==> src/rtl/uart_tx_pacer.sv <==
// Echo-path pacer: buffers receiver bytes and hands them to the UART transmitter one frame-time apart.
// Optional CR->CRLF expansion is built when UART_TX_PACER_CRLF_EN is defined.
module uart_tx_pacer #(
  parameter int DATA_W     = 8,
  parameter int ADDR_W     = 4,
  parameter int BAUD_CNT   = 868,
  parameter int FRAME_BITS = 11,
  parameter int GUARD      = 2
) (
  input  logic              sys_clk,
  input  logic              sys_rst,
  input  logic [DATA_W-1:0] wr_data,
  input  logic              wr_flag,
  output logic [DATA_W-1:0] td_data,
  output logic              ready_flag,
  output logic              busy,
  output logic [ADDR_W:0]   fifo_count,
  output logic              overflow
);

  localparam int FRAME_CYC = BAUD_CNT * FRAME_BITS + GUARD;
  localparam int TIMER_W   = $clog2(FRAME_CYC);
  // PULSE and the trailing IDLE cycle are part of the pitch, hence the -2.
  localparam logic [TIMER_W-1:0] TIMER_LOAD = TIMER_W'(FRAME_CYC - 2);
  localparam logic [ADDR_W:0]    FULL_COUNT = {1'b1, {ADDR_W{1'b0}}};
  localparam logic [DATA_W-1:0]  LF_BYTE    = DATA_W'(8'h0A);

  typedef enum logic [1:0] {IDLE, PULSE, WAIT} state_t;

  state_t              state_reg, state_next;
  logic [DATA_W-1:0]   mem_reg [0:(1<<ADDR_W)-1];
  logic [ADDR_W-1:0]   wr_ptr_reg, rd_ptr_reg;
  logic [ADDR_W:0]     count_reg;
  logic [DATA_W-1:0]   td_data_reg;
  logic                ready_flag_reg, ready_flag_next;
  logic                busy_reg, busy_next;
  logic                overflow_reg;
  logic [TIMER_W-1:0]  timer_reg, timer_next;
  logic                fifo_full, fifo_empty, wr_accept, pop, inject_lf;

  assign fifo_full  = (count_reg == FULL_COUNT);
  assign fifo_empty = (count_reg == '0);
  assign wr_accept  = wr_flag && !fifo_full;

`ifdef UART_TX_PACER_CRLF_EN
  localparam logic [DATA_W-1:0] CR_BYTE = DATA_W'(8'h0D);
  // Only popped bytes can be CR, so a CR still in td_data means its LF is owed.
  assign inject_lf = (state_reg == IDLE) && (td_data_reg == CR_BYTE);
`else
  assign inject_lf = 1'b0;
`endif

  always_ff @(posedge sys_clk) begin
    if (sys_rst) state_reg <= IDLE;
    else         state_reg <= state_next;
  end

  always_comb begin
    state_next = state_reg;
    case (state_reg)
      IDLE:    if (inject_lf || !fifo_empty) state_next = PULSE;
      PULSE:   state_next = WAIT;
      WAIT:    if (timer_reg <= TIMER_W'(1)) state_next = IDLE;
      default: state_next = IDLE;
    endcase
  end

  always_comb begin
    pop             = 1'b0;
    ready_flag_next = 1'b0;
    timer_next      = timer_reg;
    busy_next       = (state_next != IDLE);
    case (state_reg)
      IDLE: begin
        if (inject_lf) begin
          ready_flag_next = 1'b1;
        end else if (!fifo_empty) begin
          pop             = 1'b1;
          ready_flag_next = 1'b1;
        end
      end
      PULSE:   timer_next = TIMER_LOAD;
      WAIT:    if (timer_reg != '0) timer_next = timer_reg - 1'b1;
      default: timer_next = '0;
    endcase
  end

  always_ff @(posedge sys_clk) begin
    if (wr_accept) mem_reg[wr_ptr_reg] <= wr_data;
  end

  always_ff @(posedge sys_clk) begin
    if (sys_rst) begin
      wr_ptr_reg     <= '0;
      rd_ptr_reg     <= '0;
      count_reg      <= '0;
      td_data_reg    <= '0;
      ready_flag_reg <= 1'b0;
      busy_reg       <= 1'b0;
      overflow_reg   <= 1'b0;
      timer_reg      <= '0;
    end else begin
      ready_flag_reg <= ready_flag_next;
      busy_reg       <= busy_next;
      timer_reg      <= timer_next;
      if (wr_accept) wr_ptr_reg <= wr_ptr_reg + 1'b1;
      if (pop)       rd_ptr_reg <= rd_ptr_reg + 1'b1;
      case ({wr_accept, pop})
        2'b10:   count_reg <= count_reg + 1'b1;
        2'b01:   count_reg <= count_reg - 1'b1;
        default: count_reg <= count_reg;
      endcase
      // Full is judged on the pre-edge count, so a same-edge pop cannot rescue the write.
      if (wr_flag && fifo_full) overflow_reg <= 1'b1;
      if (pop)            td_data_reg <= mem_reg[rd_ptr_reg];
      else if (inject_lf) td_data_reg <= LF_BYTE;
    end
  end

  assign td_data    = td_data_reg;
  assign ready_flag = ready_flag_reg;
  assign busy       = busy_reg;
  assign fifo_count = count_reg;
  assign overflow   = overflow_reg;

endmodule

==> config.mk <==
export PLATFORM = sky130hd
export DESIGN_NAME = uart_tx_pacer
export DESIGN_NICKNAME = d
export VERILOG_FILES = /design/src/rtl/uart_tx_pacer.sv
export SDC_FILE = /design/constraint.sdc
export NUM_CORES = 1
export LEC_CHECK = 0
export CAP_MARGIN = 20
export CORE_ASPECT_RATIO = 1.25
export CORE_UTILIZATION = 45
export DETAILED_ROUTE_END_ITERATION = 16
export GPL_ROUTABILITY_DRIVEN = 0
export GPL_TIMING_DRIVEN = 0
export PLACE_DENSITY_LB_ADDON = 0.1
export SLEW_MARGIN = 15
export SYNTH_ARGS = -nofsm -noshare
export SYNTH_HDL_FRONTEND = slang
export SYNTH_SLANG_ARGS = --single-unit
==> constraint.sdc <==
create_clock -name sys_clk -period 3.75 [get_ports sys_clk]
set_input_delay 0.9375 -clock sys_clk [delete_from_list [all_inputs] [get_ports sys_clk]]
set_output_delay 0.9375 -clock sys_clk [all_outputs]
set_load 0.1 [all_outputs]
A small window of the routed layout:
The bar under the picture is 5 um long. Window x 75 to 95, y 96 to 116 um. Cells in grey, sequential cells in the stronger grey; small squares are vias.
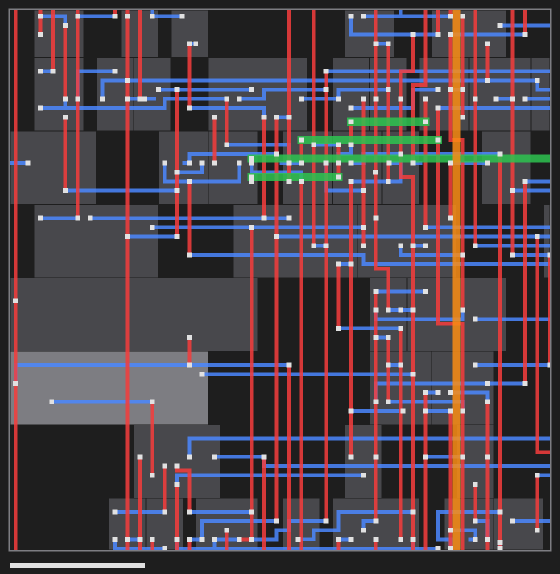
M3: shown in green. M4: shown in orange. M1: shown in blue. M2: shown in red.
Sequential cells in the window: 1. Most frequent: nor2_1 (5), nand2_1 (5). Netlist names of flops here include `timer_reg` (1). 40 logic cells have their middle in the window.

Signal wires by layer:
The bar under the picture is 20 um long. Only two layers are drawn.
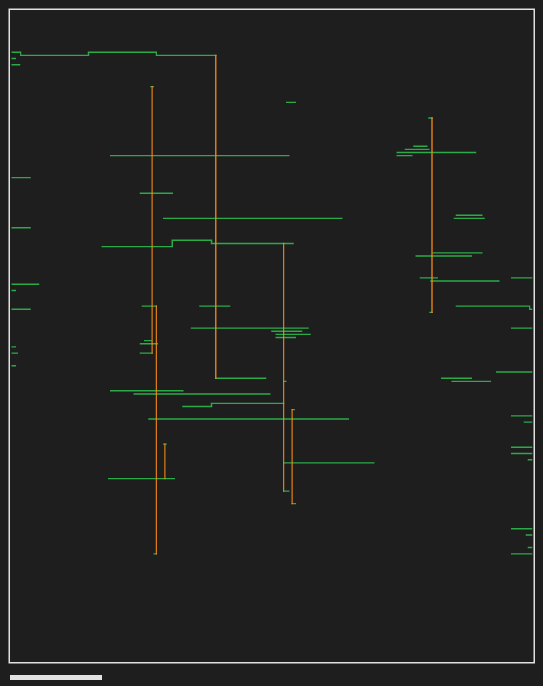
M4: shown in orange, wire length 305 um. M3: shown in green, wire length 573 um.
overall routed net length: 14400 um
per-cell routed wire length: 19.6 um
Overall Global Routing Usage: 19.8%

The metal 1 layer:
The bar under the picture is 20 um long.
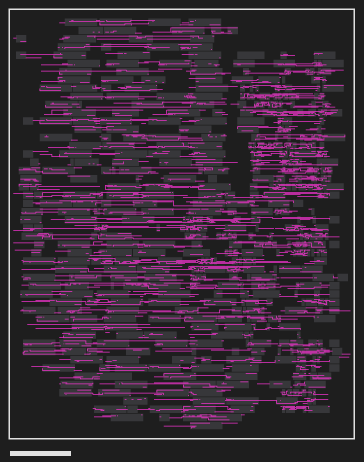
The layer carries 6100 um of wire. 501 nets have wire on it. The wires run mostly horizontal. The longest straight run is 40.5 um.
number of vias in the routed layout: 3967
global routing met1 resource utilization: 24.1%

==> design notes <==
Per the detail_route report, DRC violations left total 0. Hold is met by 479 ps. The flow ran to the end, and the final reports show no timing, DRC or antenna violations. The startpoint identified for the worst hold timing path is overflow. According to the dpl log, the detail-placed design has an HPWL of 9540 um.

The overall die size recorded for this design is 0.0161 mm^2. The run gives 2 as the maximum number of buffers from clock root to sink. The worst register-to-register path begins at fifo_count[0].

With fillers left out, the area of the finished cells amounts to 0.00811 mm^2. The clock-pin slew on the worst setup and hold paths works out to 60 ps. Per the post-synthesis report, the nets total 495. The stat command in Yosys gives a chip area of 0.00700 mm^2. The tightest min-delay check is of the flip-flop to flip-flop type. Yosys mapped a number of flops with a built-in enable equal to 128. Kind of capture point of the worst setup path: a flip-flop. CTS built an H-tree with a depth of 4. Following the worst setup path forward leads to its endpoint at fifo_count[4]. Counting buffers and inverters, the worst setup path is 10 cells deep. Buffers added to address setup during post-CTS repair amount to 0. The largest part of the power goes to registers. Power share of the combinational group: 33.1%. Together, buffers and inverters on the worst path number 2. Per the Yosys statistics, synthesis produced 468 cells. Per the layout report, the design carries 1252 filler cells.

For reference, the final report shows the hold violation count at 0. The run gives 17 as the clock buffer count from CTS. After detailed placement, the total cell area comes to 0.00754 mm^2. The minimum setup slack among reg-to-reg paths was 520 ps; the summed instance area of the synthesized netlist was 0.00700 mm^2. TritonCTS built the clock tree.

The logs give 0 for the final count of negative-setup-slack endpoints and 4050 ps for the required time of the critical path. The fraction of layout instances using a drive strength above 1 is 16.9%, and the clock network power consumption is 1.66 mW. The worst slack at placement is -275 ps, and the highest achievable clock rate is 281 MHz.

The power density over the cells was 718 mW/mm^2. CTS placed an instance of clkbuf_16 at the clock tree root. Cell repeated most along the worst path: ha_1. The worst register-to-register path has a depth of 10. The tools report the insertion delay at the late pin of the worst-skew pair as 420 ps.

The placement report lists the number of port buffers as 26. In this run the critical path is formed by clkdlybuf4s50_1 -> a21boi_1 -> inv_1 -> ha_1 -> ha_1 -> nor2b_1 -> o21ai_0 -> a21oi_1 -> or3b_2 -> mux2_2. The run gives 114 um for the horizontal die dimension.

Dividing the final minimum period by the clock period gives 94.9%. In the hold timing report, the worst path depth is 2. Sequential cells consume a total of 2.23 mW. The routed design could run at a clock period as short as 3560 ps. Setup repair after global routing left no endpoint under its margin.
Routed metal per tile:
The die is cut into 23 by 28 equal tiles; white is low, dark blue is high, scaled to the fullest tile. Values are wire area over tile area, all layers added.
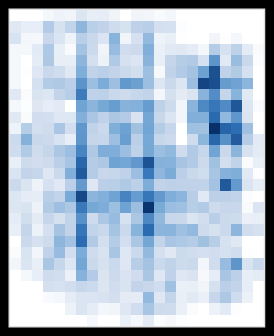
13% of the tiles are nearly empty. The fullest tile reaches 0.56. The densest ninth of the die: centre. 10% of the tiles are over half the peak. The mean over all tiles is 0.14.

Routing congestion map:
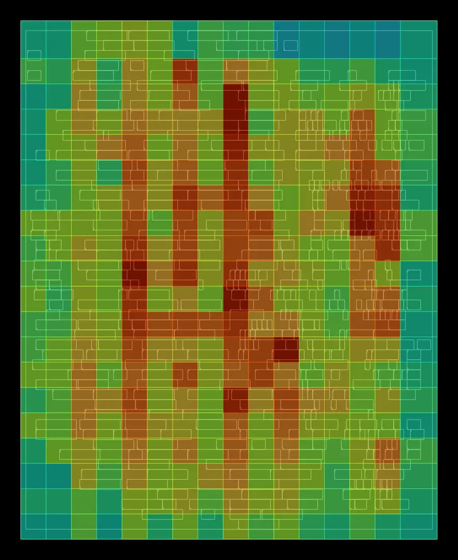
global routing met3 resource utilization: 4.06%
global routing's busiest layer: met2
share of the core filled with cells: 53.8%
GRT met2 Usage: 34.1%

## synth_stat cells (13+ instances only)
library cell / n
a21oi_1: 18
clkbuf_1: 14
dfxtp_1: 40
edfxtp_1: 128
ha_1: 15
inv_1: 14
mux2i_1: 17
mux4_2: 32
nand2_1: 20
nor2_1: 46
nor3_1: 13
## layer usage
layer | global-route usage [%] | up-vias | wire [um]
met5 | 0 | - | 0
met4 | 8.59 | 0 | 305
met3 | 4.06 | 17 | 572
li1 | - | 1888 | -
met2 | 34.1 | 99 | 7420
met1 | 24.1 | 1963 | 6100
## cell families (layout without fill, tap and decap cells)
family,after synthesis,in the layout,share of synthesized area [%]
compound gates,62,62,5.70
buf+inv,41,99,2.34
flops,168,168,66.4
mux,50,50,12.9
fa+ha+maj,16,16,2.97
simple gates,121,121,8.46
xor+xnor,10,10,1.25
## cells in the final DEF, fill, tap and decap left out, types with 14 or more instances in the layout
master             n
nand2_1           20
inv_1             14
clkbuf_16         17
dfxtp_1           40
nor2_1            46
mux4_2            32
clkbuf_1          15
edfxtp_1         128
ha_1              15
a21oi_1           18
clkdlybuf4s50_1   26
mux2i_1           17
## per-stage QoR
step,cells,TNS (ps)
global route,734,0
floorplan,468,0
global placement,702,-2180
finish,734,0
detailed placement,703,-275
CTS,734,0
## cell type report
type | count | area [um^2] | area share (%)
buffer | 26 | 108 | 1.33
clock buffer | 18 | 429 | 5.29
clock inverter | 13 | 131 | 1.62
inverter | 15 | 56.3 | 0.695
multi-input combinational | 259 | 2210 | 27.2
sequential | 168 | 4640 | 57.3
tap | 208 | 260 | 3.21
timing repair buffer | 27 | 268 | 3.30
Power is estimated from default activity; no workload was simulated.
